## config.mk

```make
export PLATFORM = sky130hd
export DESIGN_NAME = adc_ch567_sampler
export DESIGN_NICKNAME = d
export VERILOG_FILES = /design/src/rtl/adc_ch567_pkg.sv /design/src/rtl/adc_ch567_sampler_sck_gen.sv /design/src/rtl/adc_ch567_sampler.sv
export SDC_FILE = /design/constraint.sdc
export NUM_CORES = 1
export LEC_CHECK = 0
export CORE_MARGIN = 2
export CORE_UTILIZATION = 55
export DETAILED_ROUTE_END_ITERATION = 6
export DONT_BUFFER_PORTS = 1
export GPL_TIMING_DRIVEN = 0
export PLACE_DENSITY = 0.8
export SLEW_MARGIN = 20
export SYNTH_ARGS = -nofsm -noshare
export SYNTH_HDL_FRONTEND = slang
export SYNTH_SLANG_ARGS = --single-unit
```

## constraint.sdc

```tcl
create_clock -name clk_50 -period 7.12 [get_ports clk_50]
set_input_delay 1.78 -clock clk_50 [delete_from_list [all_inputs] [get_ports clk_50]]
set_output_delay 1.78 -clock clk_50 [all_outputs]
set_load 0.01 [all_outputs]
```

## src/rtl/adc_ch567_pkg.sv

```systemverilog
// Shared constants and types for the ch5/6/7 ADC sampler.
// Build option: ADC_DATA_VALID_EN adds a load-strobe output.
package adc_ch567_pkg;

  localparam int unsigned HALF_DIV   = 10;
  localparam int unsigned FRAME_BITS = 16;
  localparam int unsigned CNT_W      = $clog2(HALF_DIV + 1);
  localparam int unsigned CYC_W      = $clog2(FRAME_BITS);

  localparam logic [2:0] ADDR_CH5 = 3'b101;
  localparam logic [2:0] ADDR_CH6 = 3'b110;
  localparam logic [2:0] ADDR_CH7 = 3'b111;

  typedef enum logic [1:0] {
    FR_CH5 = 2'd0,
    FR_CH6 = 2'd1,
    FR_CH7 = 2'd2
  } frame_e;

  function automatic logic [2:0] addr_of(frame_e f);
    logic [2:0] a;
    case (f)
      FR_CH6:  a = ADDR_CH6;
      FR_CH7:  a = ADDR_CH7;
      default: a = ADDR_CH5;
    endcase
    return a;
  endfunction

  function automatic frame_e frame_next(frame_e f);
    frame_e n;
    case (f)
      FR_CH5:  n = FR_CH6;
      FR_CH6:  n = FR_CH7;
      default: n = FR_CH5;
    endcase
    return n;
  endfunction

endpackage

```

## src/rtl/adc_ch567_sampler_sck_gen.sv

```systemverilog
// SCK divider and cycle counter for the ADC serial frame.
// First high phase after reset is a lead-in with no cycle count.
module adc_sck_gen
  import adc_ch567_pkg::*;
(
  input  logic             clk_50,
  input  logic             rst_n,
  output logic             adc_sck,
  output logic             rise,
  output logic             fall,
  output logic             pre_fall,
  output logic             lead,
  output logic [CYC_W-1:0] cycle
);

  logic [CNT_W-1:0] cnt_q, cnt_d;
  logic [CYC_W-1:0] cyc_q, cyc_d;
  logic             sck_q, sck_d;
  logic             lead_q, lead_d;
  logic             tick;

  always_comb begin
    tick   = (cnt_q == '0);
    cnt_d  = tick ? CNT_W'(HALF_DIV - 1) : cnt_q - 1'b1;
    sck_d  = sck_q ^ tick;
    lead_d = lead_q;
    cyc_d  = cyc_q;
    if (tick && sck_q) begin
      if (lead_q) begin
        lead_d = 1'b0;
      end else if (cyc_q == CYC_W'(FRAME_BITS - 1)) begin
        cyc_d = '0;
      end else begin
        cyc_d = cyc_q + 1'b1;
      end
    end
  end

  always_ff @(posedge clk_50 or negedge rst_n) begin
    if (!rst_n) begin
      cnt_q  <= CNT_W'(HALF_DIV);
      cyc_q  <= '0;
      sck_q  <= 1'b0;
      lead_q <= 1'b1;
    end else begin
      cnt_q  <= cnt_d;
      cyc_q  <= cyc_d;
      sck_q  <= sck_d;
      lead_q <= lead_d;
    end
  end

  assign adc_sck  = sck_q;
  assign rise     = tick & ~sck_q;
  assign fall     = tick & sck_q;
  assign pre_fall = sck_q & (cnt_q == CNT_W'(1));
  assign lead     = lead_q;
  assign cycle    = cyc_q;

endmodule

```

## src/rtl/adc_ch567_sampler.sv

```systemverilog
// Round-robin ch5/6/7 master for an ADC128S022-style serial ADC.
// Define ADC_DATA_VALID_EN to add the data_valid load strobe.
module adc_ch567_sampler
  import adc_ch567_pkg::*;
(
  input  logic        clk_50,
  input  logic        rst_n,
  input  logic        dout,
  output logic        adc_cs_n,
  output logic        din,
  output logic        adc_sck,
  output logic [11:0] d_out_ch5,
  output logic [11:0] d_out_ch6,
  output logic [11:0] d_out_ch7,
  output logic [1:0]  data_frame
`ifdef ADC_DATA_VALID_EN
  ,
  output logic        data_valid
`endif
);

  logic             rise, fall, pre_fall, lead;
  logic [CYC_W-1:0] cycle, nc;

  logic        cs_q, cs_d;
  logic        din_q, din_d;
  logic [10:0] sh_q, sh_d;
  logic [11:0] ch5_q, ch5_d;
  logic [11:0] ch6_q, ch6_d;
  logic [11:0] ch7_q, ch7_d;
  frame_e      frame_q, frame_d;
  logic [2:0]  addr;
  logic        load;

  adc_sck_gen u_sck (
    .clk_50   (clk_50),
    .rst_n    (rst_n),
    .adc_sck  (adc_sck),
    .rise     (rise),
    .fall     (fall),
    .pre_fall (pre_fall),
    .lead     (lead),
    .cycle    (cycle)
  );

  always_comb begin
    cs_d    = 1'b0;
    din_d   = din_q;
    sh_d    = sh_q;
    ch5_d   = ch5_q;
    ch6_d   = ch6_q;
    ch7_d   = ch7_q;
    frame_d = frame_q;
    nc      = '0;
    if (!lead && cycle != CYC_W'(FRAME_BITS - 1)) begin
      nc = cycle + 1'b1;
    end
    if (fall && !lead && nc == '0) begin
      frame_d = frame_next(frame_q);
    end
    addr = addr_of(frame_d);
    // DIN follows the cycle/frame that this falling edge starts
    if (fall) begin
      case (nc)
        CYC_W'(2): din_d = addr[2];
        CYC_W'(3): din_d = addr[1];
        CYC_W'(4): din_d = addr[0];
        default:   din_d = 1'b0;
      endcase
    end
    if (rise && !lead && cycle >= CYC_W'(4) && cycle <= CYC_W'(14)) begin
      sh_d = {sh_q[9:0], dout};
    end
    load = pre_fall && !lead && cycle == CYC_W'(14);
    // Data in this frame answers the address sent one frame earlier
    if (load) begin
      unique case (1'b1)
        (frame_q == FR_CH5): ch7_d = {sh_q, 1'b0};
        (frame_q == FR_CH6): ch5_d = {sh_q, 1'b0};
        (frame_q == FR_CH7): ch6_d = {sh_q, 1'b0};
        default: ;
      endcase
    end
  end

  always_ff @(posedge clk_50 or negedge rst_n) begin
    if (!rst_n) begin
      cs_q    <= 1'b1;
      din_q   <= 1'b0;
      sh_q    <= '0;
      ch5_q   <= '0;
      ch6_q   <= '0;
      ch7_q   <= '0;
      frame_q <= FR_CH5;
    end else begin
      cs_q    <= cs_d;
      din_q   <= din_d;
      sh_q    <= sh_d;
      ch5_q   <= ch5_d;
      ch6_q   <= ch6_d;
      ch7_q   <= ch7_d;
      frame_q <= frame_d;
    end
  end

`ifdef ADC_DATA_VALID_EN
  logic valid_q, valid_d;

  always_comb begin
    valid_d = load;
  end

  always_ff @(posedge clk_50 or negedge rst_n) begin
    if (!rst_n) begin
      valid_q <= 1'b0;
    end else begin
      valid_q <= valid_d;
    end
  end

  assign data_valid = valid_q;
`endif

  assign adc_cs_n   = cs_q;
  assign din        = din_q;
  assign d_out_ch5  = ch5_q;
  assign d_out_ch6  = ch6_q;
  assign d_out_ch7  = ch7_q;
  assign data_frame = frame_q;

endmodule

```

Run 1, met3 routing:
Scale: 4 px per um. Cells faint in the background.
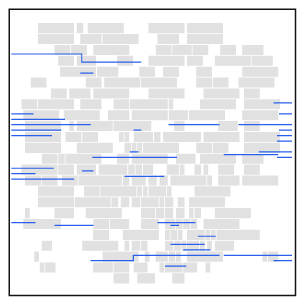
- main direction: horizontal
- share of all routed wire: 7.6%
routed wire length: 4460 um
Vias: 1,425
M3 GR Usage: 9.54%

Run 1, the clock network:
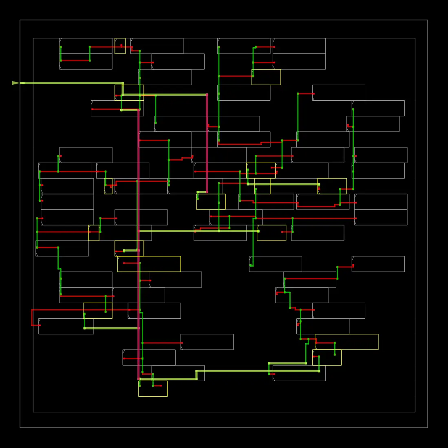
CLK BUF: 11
clock network power: 0.329 mW
clk latency late pin: 0.33 ns
Sink Count: 58
Num CTS Buffers: 9

==> changes_impl.md, run 1 <==
### Physical design

- Status: completed
- Core area: approximately 0.0044 mm2
- YS warnings: 0
- # placed instances: 233
- Reg2reg end: din$_DFFE_PN0N_
- Crit path time final: about 3.1 ns
- CP Data Arrival Time: around 3.4 ns
- Leakage: 1.40 nW
- Number of global-route vias before repair: between 1,000 and 1,500
- Initial antenna violation count: 0
- VDD IR max: roughly 0.12 mV
- Area share of the largest cell type after synthesis: 54.4%
- WL per Instance: about 18 um
- Startpoint Class: flip-flop
- CP top delay family: AND-OR/OR-AND gates
- Max_cap viols: 0
- Netlist Area Pre-Place: 0.00248 mm2
- Post-synth top area cell: dfrtp_1
- Starting DRT DRC Count: between 80 and 90
- CP max stage delay: roughly 0.46 ns
- Number of cells in Yosys stat: about 180
- Die outline width: around 71 um
- RSZ-0062 raised after global routing: false
- Critical-path top delay cell: dfrtp_1
- Register share after synthesis: 58.7%
- GP Congestion: roughly 0.85
- Clk buf depth: 2
- GRT Resource Usage Total: a little under 20%
- Final setup violation count: 0
- Data required, critical path: ~7.3 ns
- HP Class: reg2reg
- Worst Skew: slightly below 0.005 ns
- Worst Setup End Kind: flip-flop
- Worst Hold Launch: u_sck.cnt_q[1]$_DFF_PN1_
- Syn avg cell area: between 10 and 15 um2
- Async set-or-reset flop fraction in the synthesized netlist: 100%
- HPWL Detailed: about 3000 um
- Cell area leaders: dfrtp_1 (54%), mux2_2 (16%), mux2_4 (6.0%)
- Post-CTS Resized: 0
- ANT nets after route: 0
- CTS tree: built
Run 1, supply network:
Scale: 6 px per um. Pins as bars on the die edge. Tap cells in gray.
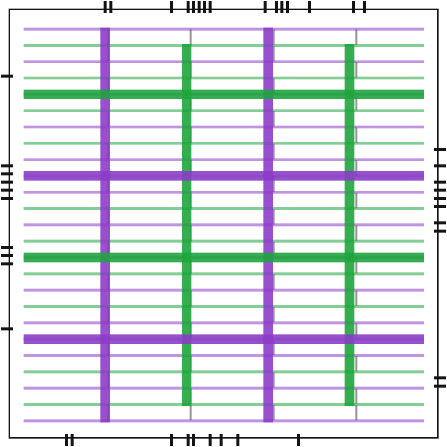
- VDD: green
- VSS: purple
- rows: 24
- signal pins: 44

[run 1: sequential cells by signal, summed over array words and instances (netlist names)]
signal / count
d_out_ch5: 11
d_out_ch6: 11
d_out_ch7: 11
sh_q: 11
u_sck.cnt_q: 4
u_sck.cycle: 4
data_frame: 2
adc_cs_n: 1
din: 1
u_sck.adc_sck: 1
u_sck.lead: 1
[run 1: through the flow]
| step | cell area, um2 | power, mW |
|---|---|---|
| 2_1_floorplan | 2490 | 0.338 |
| 3_3_place_gp | 2560 | 0.338 |
| 3_5_place_dp | 2560 | 0.338 |
| 4_1_cts | 2780 | 0.669 |
| 5_1_grt | 2780 | 0.686 |
| 6_report | 2780 | 0.662 |
[run 1: metal layers]
| layer | track usage, % | vias to the layer above |
|---|---|---|
| met5 | 0 | - |
| li1 | - | 646 |
| met1 | 24.0 | 724 |
| met2 | 29.4 | 48 |
| met4 | 8.81 | 0 |
| met3 | 9.54 | 7 |
[run 1: cells by family after synthesis]
kind of cell	count (synthesis)	share of synthesized area, %
AND-OR/OR-AND	12	3.23
XOR/XNOR	3	1.06
adder cells (fa/ha/maj)	4	2.02
buffers and inverters	15	3.53
flip-flops	58	58.7
multiplexers	47	22.8
other	1	0.151
AND/OR/NAND/NOR	38	8.57
[run 1: cell usage after synthesis, types with 2 or more instances]
library cell	number
dfstp_2	4
nor2_1	7
xnor2_1	2
a21oi_1	3
buf_2	3
nand3_1	2
inv_1	6
buf_4	3
nor2b_1	4
nor3_1	3
nand4_1	3
clkbuf_1	2
nand2_1	10
o21ai_0	5
mux2_4	10
mux2_2	36
ha_1	4
dfrtp_1	54
[run 1: worst min-delay path, delay by kind of cell (launching register included)]
kind | cells | cell delay (ns)
and+or+nand+nor | 2 | 0.13
DFF | 1 | 0.40
[run 1: worst max path at each step]
stage / end / cells past startpoint / startpoint
5_1_grt: din$_DFFE_PN0N_ / 11 / u_sck.cnt_q[0]$_DFF_PN0_
4_1_cts: din$_DFFE_PN0N_ / 11 / u_sck.cnt_q[0]$_DFF_PN0_
3_3_place_gp: din$_DFFE_PN0N_ / 11 / u_sck.cnt_q[0]$_DFF_PN0_
3_5_place_dp: din$_DFFE_PN0N_ / 11 / u_sck.cnt_q[0]$_DFF_PN0_
2_1_floorplan: din$_DFFE_PN0N_ / 11 / u_sck.cnt_q[0]$_DFF_PN0_
6_report: din$_DFFE_PN0N_ / 11 / u_sck.cnt_q[0]$_DFF_PN0_
[run 1: area by class of cell]
class,instances,area (um2),share of cell area [%]
plain buffers,9,65.1,2.34
clock buffers,11,141,5.09
clock inverters,5,77.6,2.79
inverters,6,22.5,0.811
multi-input cells,108,950,34.2
flip-flops and latches,58,1460,52.4
well taps,52,65.1,2.34
[run 1: power by group]
| part | leakage [nW] | switching (mW) | internal [mW] |
|---|---|---|---|
| registers | 0.776 | 0.000261 | 0.330 |
| logic | 0.510 | 0.000987 | 0.00106 |
| clock network | 0.109 | 0.124 | 0.205 |
Run 1, metal 2:
Scale: 4 px per um.
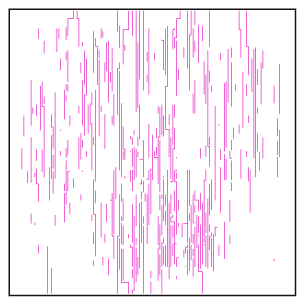

## Run 2: what changed since run 1
==> constraint.sdc (replaced) <==
create_clock -name clk_50 -period 3.2 [get_ports clk_50]
set_input_delay 0.8 -clock clk_50 [delete_from_list [all_inputs] [get_ports clk_50]]
set_output_delay 0.8 -clock clk_50 [all_outputs]
set_load 0.01 [all_outputs]
Run 2, metal 2:
Scale: 4 px per um.
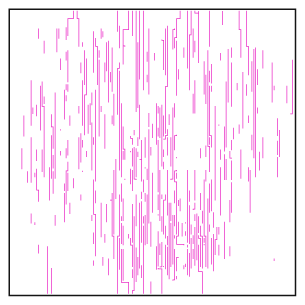
- wire length on this layer: 2,220 um
- main direction: vertical
- longest straight run: 32.3 um
- nets with wire on the layer: 181
- share of all routed wire: 49%

==> run 2 against run 1 <==
First-iteration DRC count fell by 25%. Register-to-register slack got worse by 3.8 ns. Count of clock-buffer cells in the layout did not move. Critical path type unchanged. Critical endpoint unchanged. Largest power group unchanged.
==> changes_impl.md, run 2 <==
### Physical design

- Status: completed (unchanged)
- Worst Skew: 0.00474 ns (was 0.00483 ns)
- GP Congestion: 0.848 (unchanged)
- Data required, critical path: 3.42 ns (was 7.34 ns)
- HPWL Detailed: 3040 um (unchanged)
- Crit path time final: 3.01 ns (was 3.14 ns)
- RSZ-0062 raised after global routing: false (unchanged)
- Leakage: 1.40 nW (about the same)
- Area share of the largest cell type after synthesis: 54.4% (unchanged)
- Number of cells in Yosys stat: 178 (unchanged)
- WL per Instance: 18.1 um (was 17.9 um)
- Post-synth top area cell: dfrtp_1 (unchanged)
- VDD IR max: 0.275 mV (was 0.123 mV)
- Clk latency late pin: 0.33 ns (about the same)
- Yosys top cell by instances: dfrtp_1 (unchanged)
- Sink Count: 58 (unchanged)
- Core area: 0.00435 mm2 (unchanged)
- Placed Area: 0.00256 mm2 (unchanged)
- Number of global-route vias before repair: 1,437 (unchanged)
- ANT nets after route: 0 (unchanged)
Run 2, supply network:
Scale: 6 px per um. Pins as bars on the die edge. Tap cells in gray.
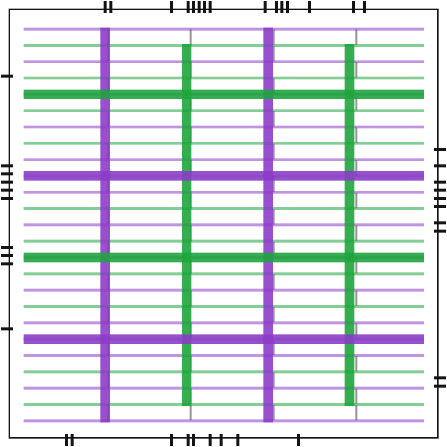
- VSS: purple
- VDD: green
- rows: 24
- met4 straps: 4
- met5 straps: 4
- signal pins: 44
- tap cells: 52

-- run 2: cell counts after synthesis --
Identical to the previous run, type by type.
-- run 2: logic make-up (layout without fill, tap and decap cells) --
| kind of cell | count (synthesis) | after routing | synth area share (%) |
|---|---|---|---|
| flip-flops | 58 | 58 | 58.7 |
| buffers and inverters | 15 | 31 | 3.53 |
| other | 1 | 4 | 0.151 |
| adder cells (fa/ha/maj) | 4 | 4 | 2.02 |
| multiplexers | 47 | 47 | 22.8 |
| AND-OR/OR-AND | 12 | 12 | 3.23 |
| AND/OR/NAND/NOR | 38 | 38 | 8.57 |
| XOR/XNOR | 3 | 3 | 1.06 |
-- run 2: path summary, 6_finish.rpt --
path | to | start | slack (ns)
min | din$_DFFE_PN0N_ | rst_n | 0.16
min in group clk_50 | u_sck.cnt_q[0]$_DFF_PN0_ | u_sck.cnt_q[0]$_DFF_PN0_ | 0.54
min reg2reg | u_sck.cnt_q[0]$_DFF_PN0_ | u_sck.cnt_q[0]$_DFF_PN0_ | 0.54
max reg2reg | din$_DFFE_PN0N_ | u_sck.cnt_q[0]$_DFF_PN0_ | 0.19
max | din$_DFFE_PN0N_ | u_sck.cnt_q[0]$_DFF_PN0_ | 0.19
max in group asynchronous | adc_cs_n$_DFF_PN1_ | rst_n | 2.85
-- run 2: timing repair --
action	in CTS	in global routing
gates resized	0	5
endpoints found under the setup margin	0	1
buffers inserted	0	0
-- run 2: metrics by stage --
stage	worst slack (ns)	utilization (%)	instances	total power [mW]
floorplan	0.465	-	181	0.753
global placement	0.283	58.8	233	0.753
detailed placement	0.146	58.8	233	0.753
CTS	0.141	63.8	249	1.49
global route	0.0317	64.2	249	1.53
finish	0.188	64.2	249	1.47
-- run 2: report_power, final --
part / internal [mW] / total [mW] / switching [mW]
clock network: 0.457 / 0.732 / 0.275
logic: 0.00236 / 0.00456 / 0.00220
registers: 0.735 / 0.735 / 0.000581
-- run 2: layout make-up --
type / count / area, um2
buffer: 9 / 65.1
clock buffer: 11 / 141
clock inverter: 5 / 77.6
fill: 311 / 1560
inverter: 6 / 22.5
multi-input combinational: 108 / 967
sequential: 58 / 1460
tap: 52 / 65.1
-- run 2: worst max-delay path, cell delays in order (launching register included) --
cell	delay (ns)
dfrtp_2	0.47
nor4_4	0.34
ha_2	0.26
and2b_1	0.17
o21ai_1	0.12
a211oi_2	0.34
mux2_2	0.39
ha_1	0.28
inv_1	0.03
o21ai_0	0.18
o32ai_1	0.12
a22o_1	0.20
-- run 2: metal layers --
| layer | global-route usage (%) | vias up | share of wire, % |
|---|---|---|---|
| li1 | - | 647 | - |
| met5 | 0 | - | 0 |
| met2 | 29.4 | 52 | 49 |
| met3 | 9.54 | 7 | 7.5 |
| met1 | 24.0 | 729 | 42 |
| met4 | 8.81 | 0 | 1.4 |
Run 2, the clock network:
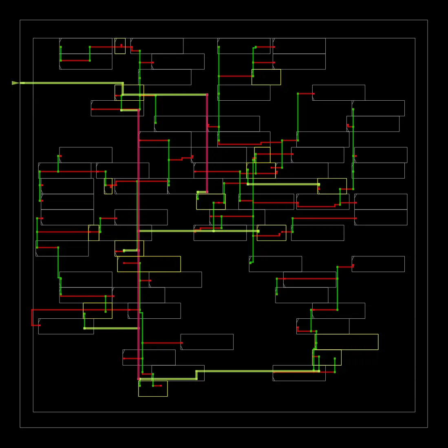

## Run 3: what changed since run 2
--- a/config.mk
+++ b/config.mk
@@ -5,11 +5,14 @@
 export SDC_FILE = /design/constraint.sdc
 export NUM_CORES = 1
 export LEC_CHECK = 0
+export CAP_MARGIN = 5
+export CORE_ASPECT_RATIO = 0.75
 export CORE_MARGIN = 2
 export CORE_UTILIZATION = 55
 export DETAILED_ROUTE_END_ITERATION = 6
 export DONT_BUFFER_PORTS = 1
 export GPL_TIMING_DRIVEN = 0
+export MAX_ROUTING_LAYER = met4
 export PLACE_DENSITY = 0.8
 export SLEW_MARGIN = 20
 export SYNTH_ARGS = -nofsm -noshare
Run 3, the clock network:
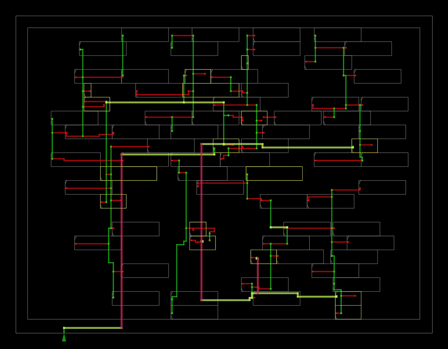
clock network power: 0.816 mW
CLK BUF: 12
Worst Skew: 0.00453 ns

==> run 3 against run 2 <==
Power rose by 5.7%. Register-to-register slack got worse by 0.06 ns. Final cell count rose by 2.4%. First-iteration DRC count rose to 2.6 times the previous value. Critical path type unchanged. Highest routed layer unchanged. Sequential share of layout area decreased by 0.73 points. Global-route usage up 2.0 points. Synthesized cell count did not move. Critical endpoint unchanged. Area after synthesis stayed put. Clock power rose by 11%. Flip-flop count unchanged. Via count grew 5.3%. Sequential power about the same.
==> changes_impl.md, run 3 <==
### Physical design

- Worst Setup End Kind: flip-flop (unchanged)
- Most common cell on crit path: o21ai_0
- Post-synth top area cell: dfrtp_1 (unchanged)
- Final WS setup: 0.132 ns (was 0.188 ns)
- Final setup violation count: 0 (unchanged)
- End point of the critical path: din$_DFFE_PN0N_ (unchanged)
- Async set-or-reset flop fraction in the synthesized netlist: 100% (unchanged)
- Register share after synthesis: 58.7% (unchanged)
- ANT nets after route: 0 (unchanged)
- Leakage: 1.41 nW (was 1.40 nW)
- Die outline width: 81.6 um (was 71.2 um)
- Clk latency late pin: 0.33 ns (about the same)
- Status: completed (unchanged)
- CP top delay family: AND-OR/OR-AND gates (unchanged)
- Clk buf depth: 2 (unchanged)
- Area share of the largest cell type after synthesis: 54.4% (unchanged)
- Yosys top cell by instances: dfrtp_1 (unchanged)
- RSZ-0062 raised after global routing: false (unchanged)
- Starting DRT DRC Count: 160 (was 62)
- Worst Setup SP: u_sck.cnt_q[0]$_DFF_PN0_ (unchanged)
- Power, Total: 1.56 mW (was 1.47 mW)
- Crit Reg-Reg Startpoint: u_sck.cnt_q[0]$_DFF_PN0_ (unchanged)
- Netlist Area Pre-Place: 0.00248 mm2 (unchanged)
- Syn avg cell area: 13.9 um2 (unchanged)
- Stages on the worst setup path: 11 (unchanged)
- GP Congestion: 0.848 (about the same)
- Placed Area: 0.00256 mm2 (about the same)
- Num CTS Buffers: 9 (unchanged)
- Layout filler cell count: 279 (was 311)
- Number of global-route vias before repair: 1,529 (was 1,437)
- Data required, critical path: 3.42 ns (about the same)
- Post-route cell area: 0.00283 mm2 (was 0.00280 mm2)
- Cell area leaders: dfrtp_1 (54%), mux2_2 (16%), mux2_4 (6.0%) (unchanged)
- Flop-to-flop setup slack: 0.13 ns (was 0.19 ns)
- Critical-path top delay cell: dfrtp_1 (was dfrtp_2)
- HPWL Detailed: 3010 um (was 3040 um)
- Number of cells in Yosys stat: 178 (unchanged)
- CP max stage delay: 0.47 ns (about the same)
- CP Data Arrival Time: 3.29 ns (was 3.23 ns)
- HP Class: in2async (unchanged)
- CTS tree: built (unchanged)
- Pre-CTS setup slack: 0.148 ns (was 0.146 ns)
- Max_cap viols: 0 (unchanged)
- Sink Count: 58 (unchanged)
Run 3, routed metal, one color a layer:
Scale: 4 px per um.
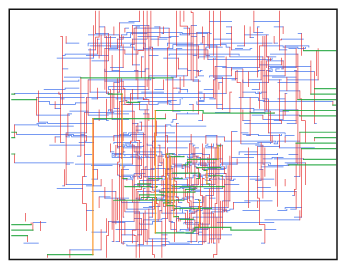
- metal 4: orange (wire length 133 um)
- metal 1: blue (wire length 2,040 um)
- metal 3: green (wire length 366 um)
- metal 2: red (wire length 2,240 um)
routed wire length: 4780 um
GRT Resource Usage Total: 21.6%
WL per Instance: 18.7 um
Vias: 1,511

[run 3: worst min path at each step]
stage	end	slack (ns)	cells past startpoint
2_1_floorplan	u_sck.cnt_q[1]$_DFF_PN1_	0.48	2
3_3_place_gp	u_sck.cnt_q[1]$_DFF_PN1_	0.49	2
3_5_place_dp	d_out_ch6[1]$_DFFE_PN0P_	0.51	0
4_1_cts	sh_q[3]$_DFFE_PN0P_	0.14	0
5_1_grt	sh_q[3]$_DFFE_PN0P_	0.12	0
6_report	u_sck.cycle[2]$_DFFE_PN0N_	0.16	0
[run 3: what timing repair did]
action,in CTS,in global routing
endpoints found under the setup margin,0,1
setup buffers,0,1
gates resized,0,3
[run 3: metrics by stage]
stage	instances	util, %
3_5_place_dp	238	58.5
4_1_cts	254	64.0
5_1_grt	255	64.6
3_3_place_gp	238	58.5
6_report	255	64.6
2_1_floorplan	181	-
[run 3: routing by layer]
metal | global-route usage [%] | wire [um] | part of all wire, %
met1 | 27.4 | 2040 | 43
met2 | 30.7 | 2240 | 47
met3 | 9.74 | 365 | 7.6
met4 | 8.13 | 133 | 2.8
met5 | - | 0 | 0
[run 3: layout make-up]
type | count | area (um2) | share of cell area (%)
multi-input cells | 108 | 967 | 34.1
well taps | 57 | 71.3 | 2.52
clock buffers | 12 | 145 | 5.12
flip-flops and latches | 58 | 1460 | 51.4
inverters | 6 | 22.5 | 0.795
repair buffers | 1 | 7.51 | 0.265
plain buffers | 9 | 65.1 | 2.30
clock inverters | 4 | 98.8 | 3.49
[run 3: worst register-to-register path: cells and delay by family, from the launching register on]
kind,cells,cell delay (ns)
multiplexers,1,0.39
AND/OR/NAND/NOR,2,0.51
adder cells (fa/ha/maj),2,0.54
buffers and inverters,1,0.03
AND-OR/OR-AND,5,1.01
flip-flops,1,0.47
[run 3: kinds of logic after synthesis]
kind of cell | Yosys count | synth area share, %
flip-flops | 58 | 58.7
multiplexers | 47 | 22.8
AND/OR/NAND/NOR | 38 | 8.57
adder cells (fa/ha/maj) | 4 | 2.02
AND-OR/OR-AND | 12 | 3.23
XOR/XNOR | 3 | 1.06
other | 1 | 0.151
buffers and inverters | 15 | 3.53
[run 3: power breakdown]
part | total [mW] | switching (mW) | internal, mW | leakage [nW]
Sequential | 0.736 | 0.000651 | 0.735 | 0.776
Clock | 0.816 | 0.276 | 0.540 | 0.121
Combinational | 0.00460 | 0.00223 | 0.00237 | 0.516
Total | 1.56 | 0.278 | 1.28 | 1.41
Power is estimated from default activity; no workload was simulated.
